## config.mk

```make
export PLATFORM = sky130hd
export DESIGN_NAME = regfile_ckpt
export DESIGN_NICKNAME = d
export VERILOG_FILES = /design/src/rtl/regfile_ckpt.sv
export SDC_FILE = /design/constraint.sdc
export NUM_CORES = 2
export LEC_CHECK = 0
export ABC_AREA = 1
export CAP_MARGIN = 20
export CELL_PAD_IN_SITES_DETAIL_PLACEMENT = 1
export CELL_PAD_IN_SITES_GLOBAL_PLACEMENT = 2
export CORE_MARGIN = 2
export CORE_UTILIZATION = 43
export CTS_CLUSTER_SIZE = 25
export DETAILED_ROUTE_END_ITERATION = 16
export PLACE_DENSITY_LB_ADDON = 0.1
export SETUP_SLACK_MARGIN = 0.5
export SYNTH_ARGS = -nofsm -noshare
export SYNTH_HDL_FRONTEND = slang
export SYNTH_SLANG_ARGS = --single-unit
```

## constraint.sdc

```tcl
create_clock -name clk -period 13.1 [get_ports clk]
set_input_delay 1.31 -clock clk [delete_from_list [all_inputs] [get_ports clk]]
set_output_delay 1.31 -clock clk [all_outputs]
set_load 0.01 [all_outputs]
```

## src/rtl/regfile_ckpt.sv

```systemverilog
// Architectural register file with per-register rename state (busy + producer tag)
// and a circular FIFO of rename-map checkpoints for branch-mispredict recovery.
module regfile_ckpt #(
  parameter int XLEN  = 32,
  parameter int NREG  = 32,
  parameter int TAG_W = 5,
  parameter int NRD   = 2,
  parameter int NCKPT = 4
) (
  input  logic                          clk,
  input  logic                          rst,
  input  logic                          flush,
  input  logic                          write_en,
  input  logic [$clog2(NREG)-1:0]       write_id,
  input  logic [TAG_W-1:0]              write_tag,
  input  logic [XLEN-1:0]               write_val,
  input  logic                          ren_en,
  input  logic [$clog2(NREG)-1:0]       ren_reg,
  input  logic [TAG_W-1:0]              ren_tag,
  input  logic [NRD*$clog2(NREG)-1:0]   query_id,
  output logic [NRD-1:0]                query_busy,
  output logic [NRD*TAG_W-1:0]          query_tag,
  output logic [NRD*XLEN-1:0]           query_val,
  input  logic                          ckpt_save,
  input  logic                          ckpt_release,
  input  logic                          ckpt_restore,
  input  logic [$clog2(NCKPT)-1:0]      ckpt_restore_id,
  output logic [$clog2(NCKPT)-1:0]      ckpt_alloc_id,
  output logic                          ckpt_full,
  output logic                          ckpt_empty
);

  localparam int RW = $clog2(NREG);
  localparam int CW = $clog2(NCKPT);

  logic [XLEN-1:0]  r_val     [NREG];
  logic [NREG-1:0]  r_busy;
  logic [TAG_W-1:0] r_tag     [NREG];
  logic [NREG-1:0]  r_ck_busy [NCKPT];
  logic [TAG_W-1:0] r_ck_tag  [NCKPT][NREG];
  logic [CW-1:0]    r_head;
  logic [CW-1:0]    r_tail;
  logic [CW:0]      r_count;

  logic             w_commit;
  logic             w_ren;
  logic             w_full;
  logic             w_empty;
  logic             w_rel;
  logic             w_save;
  logic [NREG-1:0]  w_src_busy;
  logic [NREG-1:0]  w_busy_nxt;
  logic [TAG_W-1:0] w_src_tag [NREG];
  logic [TAG_W-1:0] w_tag_nxt [NREG];

  assign w_commit = write_en && (write_id != {RW{1'b0}});
  assign w_ren    = ren_en && (ren_reg != {RW{1'b0}}) && !ckpt_restore;
  assign w_full   = (r_count == (CW+1)'(NCKPT));
  assign w_empty  = (r_count == {(CW+1){1'b0}});
  assign w_rel    = ckpt_release && !ckpt_restore && !w_empty;
  // A release in the same cycle frees the slot a save into a full FIFO needs.
  assign w_save   = ckpt_save && !ckpt_restore && (!w_full || w_rel);

  assign ckpt_alloc_id = r_tail;
  assign ckpt_full     = w_full;
  assign ckpt_empty    = w_empty;

  always_comb begin
    w_src_busy = ckpt_restore ? r_ck_busy[ckpt_restore_id] : r_busy;
    for (int i = 0; i < NREG; i++) begin
      w_src_tag[i] = ckpt_restore ? r_ck_tag[ckpt_restore_id][i] : r_tag[i];
    end
  end

  // Post-update map: rename beats a same-cycle commit busy-clear.
  always_comb begin
    w_busy_nxt = w_src_busy;
    for (int i = 0; i < NREG; i++) begin
      w_tag_nxt[i] = w_src_tag[i];
      if (w_ren && (ren_reg == RW'(i))) begin
        w_busy_nxt[i] = 1'b1;
        w_tag_nxt[i]  = ren_tag;
      end else if (w_commit && (write_id == RW'(i)) && (w_src_tag[i] == write_tag)) begin
        w_busy_nxt[i] = 1'b0;
      end else begin
        w_busy_nxt[i] = w_src_busy[i];
      end
    end
    w_busy_nxt[0] = 1'b0;
    w_tag_nxt[0]  = {TAG_W{1'b0}};
  end

  genvar g;
  generate
    for (g = 0; g < NRD; g++) begin : g_port
      logic [RW-1:0]    w_id;
      logic             w_b;
      logic [TAG_W-1:0] w_t;
      logic [XLEN-1:0]  w_v;

      assign w_id = query_id[g*RW +: RW];

      always_comb begin
        w_b = r_busy[w_id];
        w_t = r_tag[w_id];
        w_v = r_val[w_id];
        if (w_id == {RW{1'b0}}) begin
          w_b = 1'b0;
          w_t = {TAG_W{1'b0}};
          w_v = {XLEN{1'b0}};
        end else if (ren_en && (ren_reg == w_id)) begin
          w_b = 1'b1;
          w_t = ren_tag;
        end else if (write_en && (write_id == w_id) && r_busy[w_id] &&
                     (r_tag[w_id] == write_tag)) begin
          w_b = 1'b0;
          w_v = write_val;
        end else begin
          w_b = r_busy[w_id];
        end
      end

      assign query_busy[g]               = w_b;
      assign query_tag[g*TAG_W +: TAG_W] = w_t;
      assign query_val[g*XLEN +: XLEN]   = w_v;
    end
  endgenerate

  always_ff @(posedge clk) begin
    if (rst) begin
      r_busy <= {NREG{1'b0}};
      for (int i = 0; i < NREG; i++) begin
        r_val[i] <= {XLEN{1'b0}};
        r_tag[i] <= {TAG_W{1'b0}};
      end
    end else if (flush) begin
      r_busy <= {NREG{1'b0}};
    end else begin
      if (w_commit) begin
        r_val[write_id] <= write_val;
      end
      r_busy <= w_busy_nxt;
      for (int i = 0; i < NREG; i++) begin
        r_tag[i] <= w_tag_nxt[i];
      end
    end
  end

  // Commits retire matching producers in every snapshot; a save then overwrites its slot.
  always_ff @(posedge clk) begin
    if (rst) begin
      for (int s = 0; s < NCKPT; s++) begin
        r_ck_busy[s] <= {NREG{1'b0}};
        for (int i = 0; i < NREG; i++) begin
          r_ck_tag[s][i] <= {TAG_W{1'b0}};
        end
      end
    end else if (!flush) begin
      for (int s = 0; s < NCKPT; s++) begin
        for (int i = 0; i < NREG; i++) begin
          if (w_commit && (write_id == RW'(i)) && (r_ck_tag[s][i] == write_tag)) begin
            r_ck_busy[s][i] <= 1'b0;
          end
        end
      end
      if (w_save) begin
        r_ck_busy[r_tail] <= w_busy_nxt;
        for (int i = 0; i < NREG; i++) begin
          r_ck_tag[r_tail][i] <= w_tag_nxt[i];
        end
      end
    end
  end

  always_ff @(posedge clk) begin
    if (rst || flush) begin
      r_head  <= {CW{1'b0}};
      r_tail  <= {CW{1'b0}};
      r_count <= {(CW+1){1'b0}};
    end else if (ckpt_restore) begin
      // The restored slot and everything younger are discarded.
      r_tail  <= ckpt_restore_id;
      r_count <= {1'b0, ckpt_restore_id - r_head};
    end else begin
      if (w_save) begin
        r_tail <= r_tail + CW'(1);
      end
      if (w_rel) begin
        r_head <= r_head + CW'(1);
      end
      if (w_save && !w_rel) begin
        r_count <= r_count + (CW+1)'(1);
      end else if (!w_save && w_rel) begin
        r_count <= r_count - (CW+1)'(1);
      end
    end
  end

endmodule

```

io_fan.png
The bar under the picture is 200 um long.
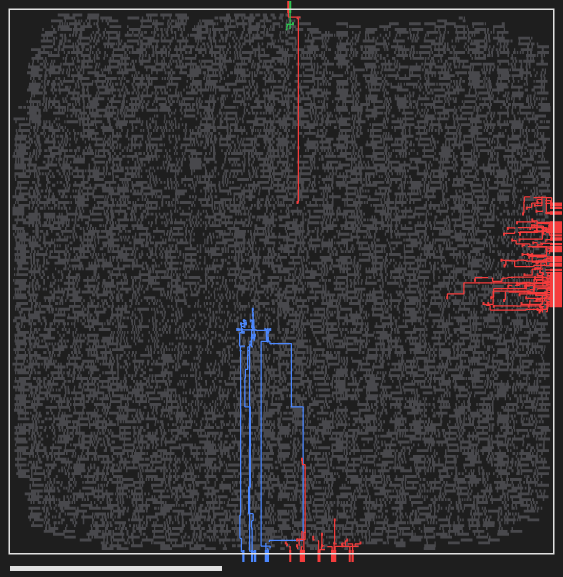
color	port	bits	direction	edge	end cells	wire
red	query_val	64	output	52 right, 11 bottom, 1 top	64	2280 um
green	ckpt_full	1	output	top	1	30.3 um
blue	write_id	5	input	bottom	24	1260 um
Port-buffer cells: 151
number of primary I/O pins: 152

wires.png
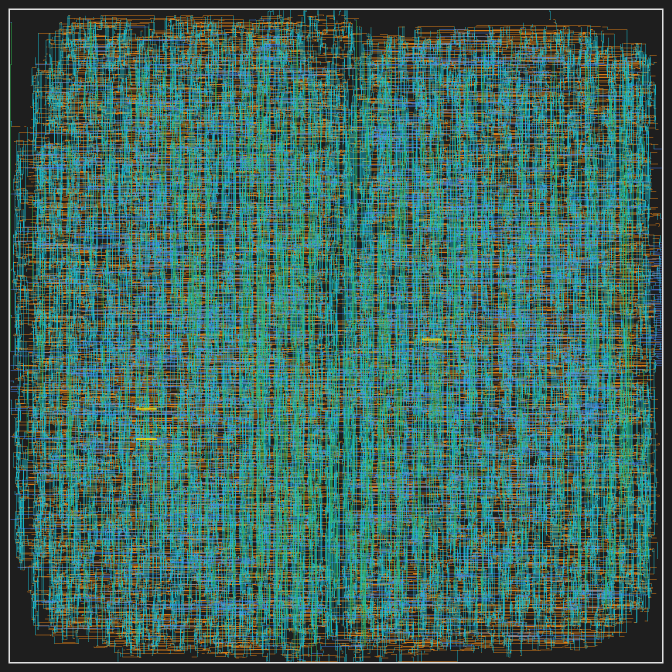
color	layer	wire length
yellow	metal 5	43.2 um
blue	metal 3	53.1 mm
cyan	metal 2	249 mm
orange	metal 1	206 mm
green	metal 4	42.4 mm

==> results.toml <==
# generated from flow reports
[timing]
layout_worst_path_cycle_share_pct = 61.82
slew_headroom_pct = 20.78
final_hold_viol_count = 0
fin_tns_setup_ns = 0
fmax_ghz = 0.1235
final.setup_skew_ns = 0.04800
setup_slack_ns = 5.001
fin_worst_hold_slack_ns = 0.5072
period_needed_ns = 8.099
worst_slew_pin_slew_ns = 1.176

[synthesis]
flops_latches_synth = 1961
synth_adder_area_share_pct = 0.07440
synth_dominant_cell_count = "sky130_fd_sc_hd__nand2_1"
synth.distinct_cells = 56
synth.yosys.chip_area_um2 = 111000
yosys.area_share.xor_xnor_pct = 3.227
synthTopCellsByCount = "2691 x sky130_fd_sc_hd__nand2_1, 2336 x sky130_fd_sc_hd__nor2_1, 1923 x sky130_fd_sc_hd__edfxtp_1, 987 x sky130_fd_sc_hd__a21oi_1, 894 x sky130_fd_sc_hd__o21ai_0"
syn_area_um2 = 111000
synth_compound_gate_area_share_pct = 15.48
synth-main-ff-cell = "sky130_fd_sc_hd__edfxtp_1"
synth-async-reset-ratio_pct = 0
synth.area.mux_share_pct = 0.03607
top_logic_kind = "simple AND/OR/NAND/NOR gates"
synth.top_cell.area_share_pct = 52.03
yosys-stat-cells = 13130
post-synth-top-area-cell = "sky130_fd_sc_hd__edfxtp_1"

[final_layout]
logic_cell_area_um2 = 45650
area_delta_synth_final_pct = 10.13
utilization_pct = 47.62
final_layout_size_suffix_gt1_share_pct = 6.071
largest_registers = "r_val (1024), r_ck_tag (620), r_tag (155)"
n_fill_cell = 29820
lay_top_count = "sky130_fd_sc_hd__nand2_1"
top_register = "r_val"
fin_area_um2 = 122200
instances_no_fill = 16240

[route]
drt-initial-drc-count = 14040
route.met2.wl_um = 249500
route.antenna.remaining_nets = 0
route.final.wire_length_um = 551200
remaining_drc_errors = 0

[critical_path]
r2r-end = "r_ck_tag[0][17]$_SDFFCE_PN0P_"
critical_path.max_stage_delay_ns = 0.89
timing.setup.critical_path_class = "in2out"
startpoint = "query_id[6]"
timing.critical_path.cells = "buf_8, inv_16, buf_4, nand3_1, nand3_1, nand2_1, nand2_1, nand3_1, nand3_1, nand2_1, nor2_2, nand3_4, nand2_1, inv_1, nor2_1, clkdlybuf4s50_1"
setup.worst_path.end = "query_val[57]"
worst-endpoint-required_ns = 11.79

[power_and_ir_drop]
pwr_density_cell_nw_per_um2 = 134.6
cellLeakagePower_nw = 46.08
total_power_mw = 16.45

[run_status]
outcome = "finished clean"

[cts]
numCtsBuffers = 236
cts.path.max_buffers = 4
path_clk_slew_ns = 0.06
htree_num_levels = 4
clk_root_buffer_cell = "sky130_fd_sc_hd__clkbuf_16"
post_cts_hold_buffer_count = 0
tritoncts_num_sinks = 1961
clkLatencyLatePin_ns = 0.95
cts_setup_buffers = 0

[hold_path]
worstHoldEndpoint = "r_head[1]$_SDFFE_PN0P_"
worstHoldStart = "r_head[1]$_SDFFE_PN0P_"

[grt]
antenna_violations_before_repair = 15
grt_overflow = 0
wire_length_of_the_first_global_routing_pass_um = 781800
grt.met1_usage_pct = 51.05

[place]
placed_area_um2 = 114700
place.detailed.hpwl_um = 323000
weighted_congestion_at_the_end_of_routability_driven_global_placement = 0.9630

[floorplan]
chipHeight_um = 512.1
die.size.x_um = 512.1
design.core.area_um2 = 256700
floorplan.initialDensity_pct = 43.24

[run]
drv.max_cap_violation_count = 0
placement.png
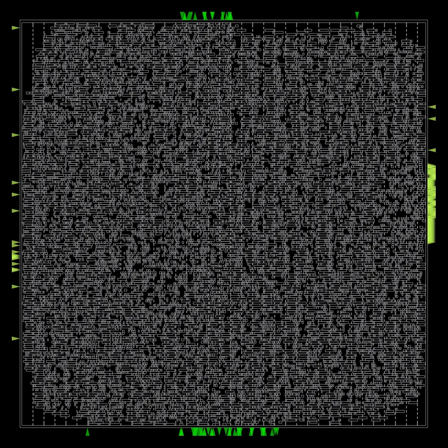
number of placement rows: 186
number of sequential cells in the layout: 1961

placement_by_type.png
Fill, decap, tap and diode cells in gray.
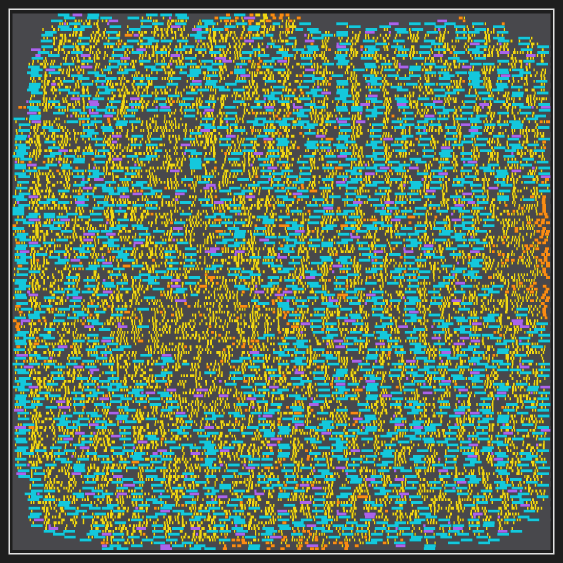
color	class	cells	share of their area
yellow	combinational and other logic	10049	41%
purple	clock drivers and dummy loads	421	6.3%
orange	remaining buffers and delay cells	417	3.3%
cyan	sequential cells	1961	50%

report_power, final:
part	total (mW)	leakage [nW]	switching, mW	internal (mW)
clock network	6.56	3.62	2.82	3.74
logic	2.46	23.0	1.85	0.605
registers	7.43	19.4	0.220	7.21
area by class of cell:
type | instances | area share (%)
diodes | 11 | 0.02252
clock inverters | 131 | 0.9725
inverters | 658 | 2.091
repair buffers | 417 | 3.142
flip-flops and latches | 1961 | 47.87
clock buffers | 290 | 5.099
multi-input cells | 9391 | 37.34
well taps | 3384 | 3.464
No activity file was given, so power comes from the tool's default toggle rates.
